===== config.mk =====
export PLATFORM = sky130hd
export DESIGN_NAME = qspi_pixel_writer
export DESIGN_NICKNAME = d
export VERILOG_FILES = /design/src/rtl/qspi_pkg.sv /design/src/rtl/pixel_fifo.sv /design/src/rtl/qspi_pixel_writer.sv
export SDC_FILE = /design/constraint.sdc
export NUM_CORES = 1
export LEC_CHECK = 0
export CAP_MARGIN = 15
export CORE_MARGIN = 5
export CORE_UTILIZATION = 50
export DETAILED_ROUTE_END_ITERATION = 7
export HOLD_SLACK_MARGIN = 0.02
export PLACE_DENSITY = 0.72
export SYNTH_ARGS = -nofsm -noshare
export SYNTH_HDL_FRONTEND = slang
export SYNTH_SLANG_ARGS = --single-unit

===== constraint.sdc =====
create_clock -name clk -period 2.15 [get_ports clk]
set_input_delay 0.3225 -clock clk [delete_from_list [all_inputs] [get_ports clk]]
set_output_delay 0.3225 -clock clk [all_outputs]
set_load 0.005 [all_outputs]

===== src/rtl/qspi_pkg.sv =====
// Constants and FSM encoding shared by the QSPI framebuffer writer and scan-out reader.
package qspi_pkg;

  localparam logic [7:0]  QSPI_CMD_WRITE    = 8'h38;
  localparam int unsigned QSPI_ADDR_W       = 24;
  localparam int unsigned QSPI_ADDR_NIBBLES = QSPI_ADDR_W / 4;

  typedef enum logic [2:0] {
    ST_IDLE,
    ST_REQ,
    ST_CMD,
    ST_ADDR,
    ST_DATA,
    ST_DESEL
  } qspi_state_t;

  // Nibble idx of a byte address, counting from the most significant nibble.
  function automatic logic [3:0] addr_nibble(input logic [QSPI_ADDR_W-1:0] addr,
                                             input logic [2:0]             idx);
    logic [QSPI_ADDR_W-1:0] shifted;
    shifted = addr << (4 * idx);
    return shifted[QSPI_ADDR_W-1 -: 4];
  endfunction

endpackage


===== src/rtl/pixel_fifo.sv =====
// Synchronous pixel FIFO with flush; push while full is accepted only alongside a pop.
module pixel_fifo #(
  parameter int unsigned DEPTH = 8,
  parameter int unsigned WIDTH = 4
) (
  input  logic                     clk,
  input  logic                     rst_n,
  input  logic                     push,
  input  logic                     pop,
  input  logic                     flush,
  input  logic [WIDTH-1:0]         din,
  output logic [WIDTH-1:0]         dout,
  output logic                     full,
  output logic                     empty,
  output logic [$clog2(DEPTH):0]   count
);

  localparam int unsigned AW = $clog2(DEPTH);

  logic [WIDTH-1:0] mem [DEPTH];
  logic [AW-1:0]    wr_ptr;
  logic [AW-1:0]    rd_ptr;
  logic             do_push;
  logic             do_pop;

  assign empty   = (count == '0);
  assign full    = (count == (AW+1)'(DEPTH));
  assign do_pop  = pop && !empty;
  assign do_push = push && (!full || do_pop);
  assign dout    = mem[rd_ptr];

  always_ff @(posedge clk) begin
    if (do_push) mem[wr_ptr] <= din;
  end

  always_ff @(posedge clk or negedge rst_n) begin
    if (!rst_n) begin
      wr_ptr <= '0;
      rd_ptr <= '0;
      count  <= '0;
    end else if (flush) begin
      wr_ptr <= '0;
      rd_ptr <= '0;
      count  <= '0;
    end else begin
      if (do_push) wr_ptr <= wr_ptr + 1'b1;
      if (do_pop)  rd_ptr <= rd_ptr + 1'b1;
      case ({do_push, do_pop})
        2'b10:   count <= count + 1'b1;
        2'b01:   count <= count - 1'b1;
        default: count <= count;
      endcase
    end
  end

endmodule


===== src/rtl/qspi_pixel_writer.sv =====
// Buffers engine pixels and writes them to QSPI PSRAM as quad-mode bursts,
// borrowing the pins from the scan-out reader via bus_req/bus_grant.
module qspi_pixel_writer
  import qspi_pkg::*;
#(
  parameter int unsigned FRAME_PIXELS = 76800,
  parameter int unsigned BURST_LEN    = 8,
  parameter int unsigned FIFO_DEPTH   = 8,
  parameter logic [7:0]  CMD_WRITE    = QSPI_CMD_WRITE
) (
  input  logic       clk,
  input  logic       rst_n,
  input  logic [3:0] pixel_in,
  input  logic       pixel_valid,
  output logic       pixel_ready,
  input  logic       restart,
  output logic       bus_req,
  input  logic       bus_grant,
  output logic [3:0] data_dir,
  output logic [3:0] data_out,
  output logic       chip_enable,
  output logic       frame_done
);

  localparam int unsigned PTR_W  = $clog2(FRAME_PIXELS);
  localparam int unsigned CNT_W  = $clog2(BURST_LEN + QSPI_ADDR_NIBBLES);
  localparam int unsigned FCNT_W = $clog2(FIFO_DEPTH) + 1;
  localparam logic [PTR_W-1:0] LAST_BASE = PTR_W'(FRAME_PIXELS - BURST_LEN);

  qspi_state_t            state;
  qspi_state_t            state_n;
  logic [CNT_W-1:0]       nib_cnt;
  logic [PTR_W-1:0]       ptr;
  logic [QSPI_ADDR_W-1:0] byte_addr;
  logic                   last_burst;
  logic                   ptr_adv;

  logic                   fifo_push;
  logic                   fifo_pop;
  logic [3:0]             fifo_dout;
  logic                   fifo_full;
  logic                   fifo_empty;
  logic [FCNT_W-1:0]      fifo_count;

  // Held low during reset so the engine never hands over a pixel that would be lost.
  assign pixel_ready = rst_n && !fifo_full && !restart;
  assign fifo_push   = pixel_valid && pixel_ready;
  assign byte_addr   = QSPI_ADDR_W'(ptr >> 1);
  assign last_burst  = (ptr == LAST_BASE);

  pixel_fifo #(
    .DEPTH (FIFO_DEPTH),
    .WIDTH (4)
  ) u_fifo (
    .clk   (clk),
    .rst_n (rst_n),
    .push  (fifo_push),
    .pop   (fifo_pop),
    .flush (restart),
    .din   (pixel_in),
    .dout  (fifo_dout),
    .full  (fifo_full),
    .empty (fifo_empty),
    .count (fifo_count)
  );

  always_comb begin
    state_n     = state;
    bus_req     = 1'b0;
    chip_enable = 1'b0;
    data_dir    = '0;
    data_out    = '0;
    fifo_pop    = 1'b0;
    frame_done  = 1'b0;
    ptr_adv     = 1'b0;

    case (state)
      ST_IDLE: begin
        if (fifo_count >= FCNT_W'(BURST_LEN)) begin
          bus_req = 1'b1;
          state_n = ST_REQ;
        end
      end
      ST_REQ: begin
        bus_req = 1'b1;
        if (bus_grant) state_n = ST_CMD;
      end
      ST_CMD: begin
        bus_req     = 1'b1;
        chip_enable = 1'b1;
        data_dir    = '1;
        data_out    = (nib_cnt == '0) ? CMD_WRITE[7:4] : CMD_WRITE[3:0];
        if (nib_cnt == CNT_W'(1)) state_n = ST_ADDR;
      end
      ST_ADDR: begin
        bus_req     = 1'b1;
        chip_enable = 1'b1;
        data_dir    = '1;
        data_out    = addr_nibble(byte_addr, nib_cnt[2:0]);
        if (nib_cnt == CNT_W'(QSPI_ADDR_NIBBLES - 1)) state_n = ST_DATA;
      end
      ST_DATA: begin
        bus_req     = 1'b1;
        chip_enable = 1'b1;
        data_dir    = '1;
        data_out    = fifo_dout;
        fifo_pop    = 1'b1;
        if (nib_cnt == CNT_W'(BURST_LEN - 1)) state_n = ST_DESEL;
      end
      ST_DESEL: begin
        frame_done = last_burst;
        ptr_adv    = 1'b1;
        state_n    = ST_IDLE;
      end
      default: state_n = ST_IDLE;
    endcase

    // Restart overrides everything; the flush itself happens inside the FIFO.
    if (restart) begin
      state_n    = ST_IDLE;
      frame_done = 1'b0;
      ptr_adv    = 1'b0;
    end
  end

  always_ff @(posedge clk or negedge rst_n) begin
    if (!rst_n) begin
      state   <= ST_IDLE;
      nib_cnt <= '0;
      ptr     <= '0;
    end else begin
      state <= state_n;
      if (state_n != state)
        nib_cnt <= '0;
      else if (state inside {ST_CMD, ST_ADDR, ST_DATA})
        nib_cnt <= nib_cnt + 1'b1;

      if (restart)
        ptr <= '0;
      else if (ptr_adv)
        ptr <= last_burst ? '0 : ptr + PTR_W'(BURST_LEN);
    end
  end

endmodule

==> images/registers.png <==
Other sequential cells in the stronger gray, the rest of the logic in the fainter gray.
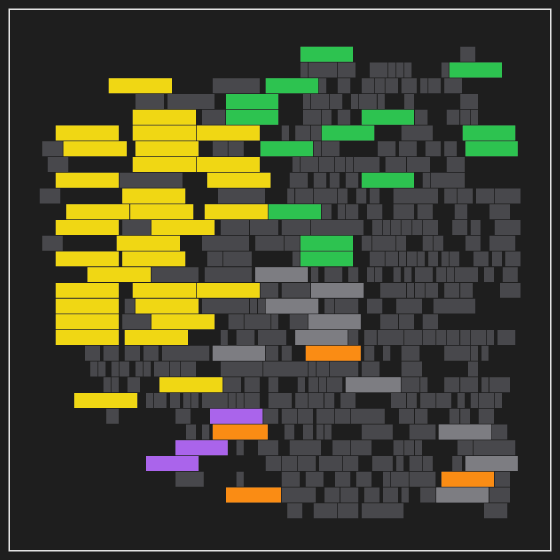
[orange] u_fifo.count | placed flops: 4 | where: bottom middle
[yellow] u_fifo.mem | placed flops: 32
[purple] u_fifo.wr_ptr | placed flops: 3
[green] ptr | placed flops: 14
not colored: 10

==> images/clock_map.png <==
Bar = 20 um.
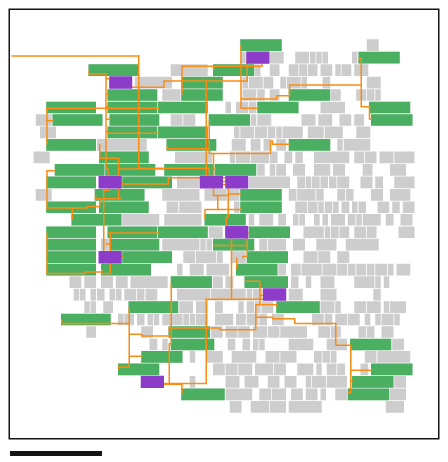
[orange] clock wires | length: 786 um
[purple] cells driving clock nets | count: 9
[green] flip-flops | count: 63
routed clock nets: 10

==> metrics.sh <==
LAYOUT_TOP_CELLS_EXCL_FILL_TAP='buf_4 (44), nor2_1 (35), edfxtp_1 (32)'
YOSYSTOPAREACELL='edfxtp_1'
BOUNDARYPINS=21
POWER.LEAKAGE_nW=1.85
PWR_DENSITY_CELL_nW_PER_UM2=547
CLOCK_TREE.HTREE_LEVEL_COUNT=3
VDD_IR_DROP_MAX_uV=546
PLACED_CELLS_INCL_TAPS=439
SETUP_WS_FINAL_NS=-0.120
CTS_SETUP_BUFFERS=17
SYNTH-AREA-YOSYS_SQ_UM=3470
DRC_ERRORS=0
POST_DP_CELL_AREA_SQ_UM=3950
YOSYS_CELLS=314
REG2REG_DEPTH=8
FINAL_ANTENNA_NET_COUNT=0
REG2REG_TO='u_fifo.count[3]'
SYN-NUM-NETS=331
SETUP_VIOL=4
GRT_SETUP_UNREPAIRED='yes'
CTS.CLK_SLEW.WORST_PATHS_NS=0.08
LARGESTCLASSBYAREA='sequential cells'
DETAILEDPLACEMENTHPWL_UM=5080
CLOCK-SKEW-FINAL_NS=0.0179
WORST_SLEW_PIN_SLEW_NS=0.435
WORSTPATHREQUIRED_NS=1.83
ANTENNA_FOUND_INITIAL=0
SYNTH-EDFF-COUNT=32
GRT_START_MAX_NET_PINS=26
SYN-CELL-AREA_SQ_UM=3470
P_INT_mW=1.85
DRT_WL_TOTAL_UM=7630
SETUP_TNS_NS=-0.269
DETAILEDROUTE.FIRSTPASSITERATIONCOUNT=6
POWER.SWITCHING_FRACTION=0.225
DIE.SIZE.X_UM=93.3
AREA_SHARE_CLOCK_BUF_INV=0.0448
CLOCK_SINKS=63
FINAL_LAYOUT_SIZE_SUFFIX_GT1_FRAC=0.294
DIE_HEIGHT_UM=93.3
TOOL_WARNINGS=30
SEQ_CELL_COUNT=63
TRITONCTS='done'
DRV_CAP=0
COMB_SHARE=0.388
CLK-POWER_mW=1.01
NCLKBUFFERS=9
WORSTSETUPPATHDEPTH=6
HOLD_VIOLATION_COUNT_IN_THE_FINAL_REPORT=0
SYNTH_TOP_FLOP_CELL='edfxtp_1'
VIA_COUNT_OF_THE_FIRST_GLOBAL_ROUTING_PASS=2560
TIMING.CRITICAL_PATH.MAX_DELAY_FAMILY='multiplexers'
MIN_CYCLE_TIME_LAYOUT_NS=2.27
FIN_TOTAL_PWR_mW=2.38
FAILING_CHECKS='negative setup slack'
SIGNAL_BUFFERS_SHARE_OF_AREA=0.135
ASYNC_FLOP_SHARE=0.492
DR.FIRST_ITER.DRC_COUNT=119
SYNTH_TOP_CELL_BY_COUNT='nor2_1'
LAYOUT.CELL_AREA.NON_FILLER_SQ_UM=4360
SLEW_VIOL_FINAL=0
POWER.SHARE.SEQUENTIAL=0.536
OUTCOME='complete, but fails checks'
PLACE_CONGESTION=0.876
CRIT_PATH_MAX_INCR_DELAY_NS=0.51
YS_TYPES=60
WORST_SETUP_PATH_END_KIND='primary output'
POST_SYNTH_MOST_FREQUENT_CELLS='nor2_1 (36), edfxtp_1 (32), dfrtp_1 (31), nand2_1 (27), xor2_1 (16)'
CRITICAL_PATH_ARRIVAL_NS=1.95
VIASPERCELL=5.51
POWER_TOP_CONSUMER='registers'
TAP_CELLS=96
FINAL.PERIOD_UTILIZATION=1.06
CTS-RESIZED-GATES=37
NONCLOCKINVERTERCOUNT=6
LAYOUT_TOP_CELL='buf_4'
SEQUENTIALPOWER_mW=1.28
GR-USAGE-ALL-LAYERS=0.188
DIE-AREA_SQ_UM=8710
WORST-R2R-SETUP-SLACK_NS=-0.03
NUM_ANTENNA_CELLS=0
FINISH.CELL_COUNT_WITHOUT_FILLERS=474
SHARE_CLK_OF_TOTAL_POWER=0.424
SEQAREAFRACTION=0.400
TIMING.HOLD.WORST.CLASS='in2async'
P_SWITCHING_mW=0.537
TIMING.FMAX_MHz=441
CLK_LATENCY_LATE_PIN_NS=0.35
SHARE_COMB_OF_TOTAL_POWER=0.040
WORSTSETUPENDPOINT='data_out[3]'
[flip-flops by register name, indices dropped and copies added, names as in the netlist]
name           flops
u_fifo.mem        32
u_fifo.rd_ptr      3
u_fifo.count       4
u_fifo.wr_ptr      3
ptr               14
state              3
nib_cnt            4
[per-layer routing]
metal,GRT usage,vias to the layer above,share of wire
met5,0,-,0
met3,0.0459,14,0.047
met1,0.252,1256,0.45
li1,-,1274,-
met2,0.297,68,0.48
met4,0.0684,0,0.021
[cell families after synthesis]
| family | synth area share |
|---|---|
| AND/OR/NAND/NOR | 0.196 |
| flip-flops | 0.500 |
| AND-OR/OR-AND | 0.109 |
| buffers and inverters | 0.0393 |
| XOR/XNOR | 0.0479 |
| multiplexers | 0.0785 |
| adder cells (fa/ha/maj) | 0.0288 |
